Design lj_lut_addr_gen, sky130hd; sources not shown.
Figure 1. Clock network drawn from the DEF.
Drawn at 2 px/um.
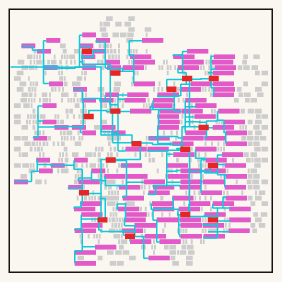
legend:
  clock wires:
    color: cyan
    length: 1600 um
  clock-net drivers:
    color: red
    count: 17
  flip-flops:
    color: magenta
    count: 134
routed clock nets: 18
Clock group: 1.42 mW
Latency at later pin: 440 ps
power share of the clock group: 0.347

Figure 2. Supply network.
Drawn at 3 px/um. Pins as bars on the die edge.
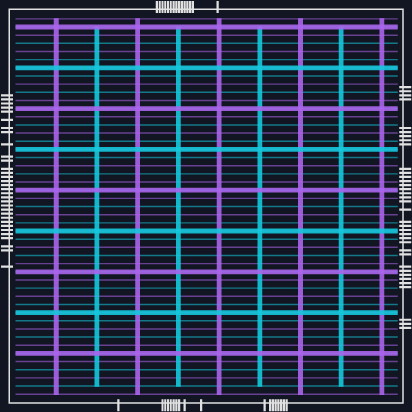
legend:
  VDD:
    color: cyan
  VSS:
    color: purple
rows: 46
signal pins: 101
met1 rails: 47
met4 straps: 9
met5 straps: 9
core area: 0.01594 mm2
Die X: 130.8 um
Worst VDD drop: 0.2597 mV
Die H: 130.8 um

Figure 3. Wiring by layer.
Drawn at 4 px/um.
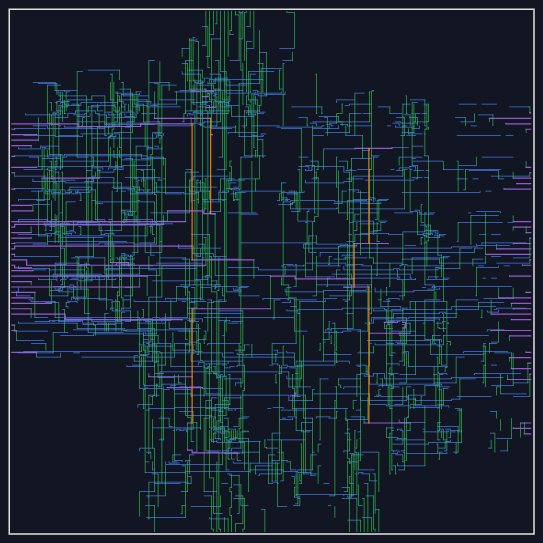
legend:
  M4:
    color: orange
    wire_length: 155 um
  M2:
    color: green
    wire_length: 5390 um
  M3:
    color: purple
    wire_length: 780 um
  M1:
    color: blue
    wire_length: 5080 um
total track usage: 0.1406
vias post-DR: 3951
WL final: 11410 um

Figure 4. Selected gate families.
Drawn at 2 px/um.
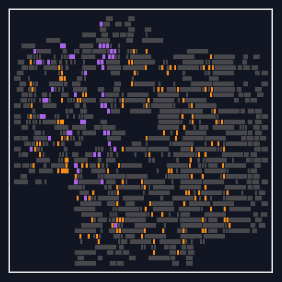
legend:
  nor cells:
    color: orange
    cells: 136
    most_used: nor2_1
  aoi and oai cells:
    color: purple
    cells: 42
    most_used: a21oi_1
fin cells: 931
Top cell excl fill/tap: nor2_1
Comb/total area: 0.1690

Figure 5. Clock routing.
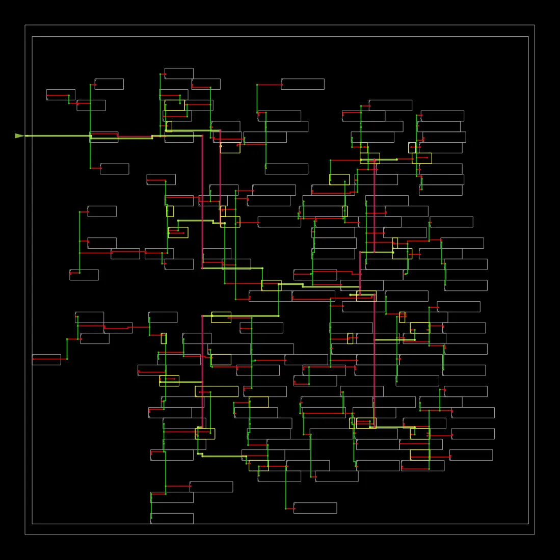
TritonCTS buffer count: 17
clk sinks: 134
clkbuf count: 20
flip-flops: 134

==> out/metrics.yaml <==
pwr:
  power_switching_mw: 0.8945
  comb-power_mw: 0.373
  sequentialPower_mw: 2.31
  p_leak_nw: 3.124
  pwr-share-seq: 0.562
  intPower_mw: 3.208
  swShare: 0.2180
  comb_power_share: 0.091
  power.group.top: "sequential cells"
  power.density_mw_per_mm2: 556.9
  power_mw: 4.103
clock_tree:
  htree_levels: 4
  postCtsSetupBuffers: 0
  cts_buffer_depth: 2
  ctsResizeCount: 0
  tritoncts: "yes"
  ctsHoldBuffers: 0
  root_buffer: "clkbuf_8"
  path_clk_slew_ps: 70
final_timing:
  rsz0062_at_grt: "false"
  setup_violations: 0
  fin_ws_ps: 754.9
  worst_pin_slew_ps: 795.5
  hold_violations: 0
  hold-worst-slack_ps: 396.4
  slew_headroom: 0.4678
  finalMaxSlewViolations: 0
  max_freq_mhz: 489.0
  tns_ps: 0
  finalCriticalPeriod_ps: 2045
  fin_crit_sh: 0.7304
yosys:
  yosysUniqueCellTypes: 25
  top_cell_area_share: 0.5359
  syn_area_mm2: 0.005715
  fp_nets: 620
  common_cells: "nor2_1 (132), inv_1 (117), edfxtp_1 (102)"
  ys_cells: 582
  async_flop_share: 0
  edf_count: 102
  synth_flops: 134
  synthFlopType: "edfxtp_1"
  synthTopCellsByArea: "edfxtp_1 (54%), dfxtp_1 (11%), nor2_1 (8.7%)"
  largest_area_cell: "edfxtp_1"
  ys_chip_area_mm2: 0.005715
  synth_cells: 582
  synth_seq_share: 0.6480
  synth.most_common_cell: "nor2_1"
  synth_warnings: 0
  syn_area_per_cell_um2: 9.820
critical_path:
  r2r_setup_slack_ps: 840
  worst-setup-path-type: "reg2out"
  crit_path_max_incr_delay_ps: 450
  cp_top_family: "buffers and inverters"
  cp_slowest_cell: "clkdlybuf4s50_1"
  crit_path_frequent_cell: "inv_1"
  critPathRequiredTime_ps: 2470
  crit_chain: "inv_1 > nor2_1 > inv_1 > clkdlybuf4s50_1"
  crit_fanout: 4
  crit_buf_inv: 3
  crit_path_end_kind: "primary output"
  cp-start-kind: "flip-flop"
  worst-endpoint-arrival_ps: 1720
  r2r.worst_path.cells: 5
  cp.depth: 4
min_path:
  holdPathStages: 3
  min_path_type: "in2reg"
grt:
  antenna_found_initial: 0
  grt_max_degree: 49
  grt_pass1_vias: 3888
  gr-max-usage-layer: "met2"
  grt_first_pass_wirelength_um: 18170
  grtUsageMet1: 0.1659
  met2_usage: 0.2347
  globalRouteMet3Util: 0.05171
  grt_overflow: 0
detailed_routing:
  ant_nets: 0
  via_per_inst: 4.244
  firstDrtPassIters: 4
  initialDrtViolationCount: 221
  drc: 0
  wl_met1_um: 5081
  met3WireLength_um: 780
  route.met2.wl_um: 5393
  highest_layer: "met4"
  wl_per_cell_um: 12.25
placement:
  globalplace.congestion: 0.7990
  pre_cts_slack_ps: 477.1
  portBuffers: 100
  dpl_cell_area_mm2: 0.007017
  dp_cells: 899
  dp.final_hpwl_um: 8185
cells_and_area:
  lay_top_cells: "nor2_1 (132), inv_1 (123), edfxtp_1 (102)"
  largest_reg_flops: 102
  area_growth_pct: 28.90
  fin_util: 0.4621
  antenna_cells: 0
  drive_above_1_share: 0.1189
  finalNetCount: 740
  design_area_mm2: 0.007367
floorplanning:
  initial_core_util: 0.3585
  die_area_mm2: 0.01711
  num_rows: 46
  ios: 101
run_status:
  status: "complete, no violations"
flow_run:
  tool_warnings: 26
  maxCapViolCount: 0
## logic make-up (layout without fill, tap and decap cells)
group	count (synthesis)	after routing	share of synthesized area
xor+xnor	6	6	0.009196
flops	134	134	0.6480
compound gates	42	42	0.04181
simple gates	229	229	0.1607
fa+ha+maj	2	2	0.004378
buf+inv	169	302	0.1359
## area by class of cell
class	instances	area, um2
Fill cell	1503	8576
Sequential cell	134	3704
Multi-Input combinational cell	279	1245
Timing Repair Buffer	101	1021
Inverter	118	442.9
Buffer	51	334.1
Clock buffer	20	275.3
Tap cell	216	270.3
Clock inverter	12	75.07
## worst reg2reg max path, delay by kind of cell, from the launching register on
kind | cells | cell delay, ps
and+or+nand+nor | 3 | 940
DFF | 1 | 360
buffers and inverters | 2 | 180
No activity file was given, so power comes from the tool's default toggle rates.
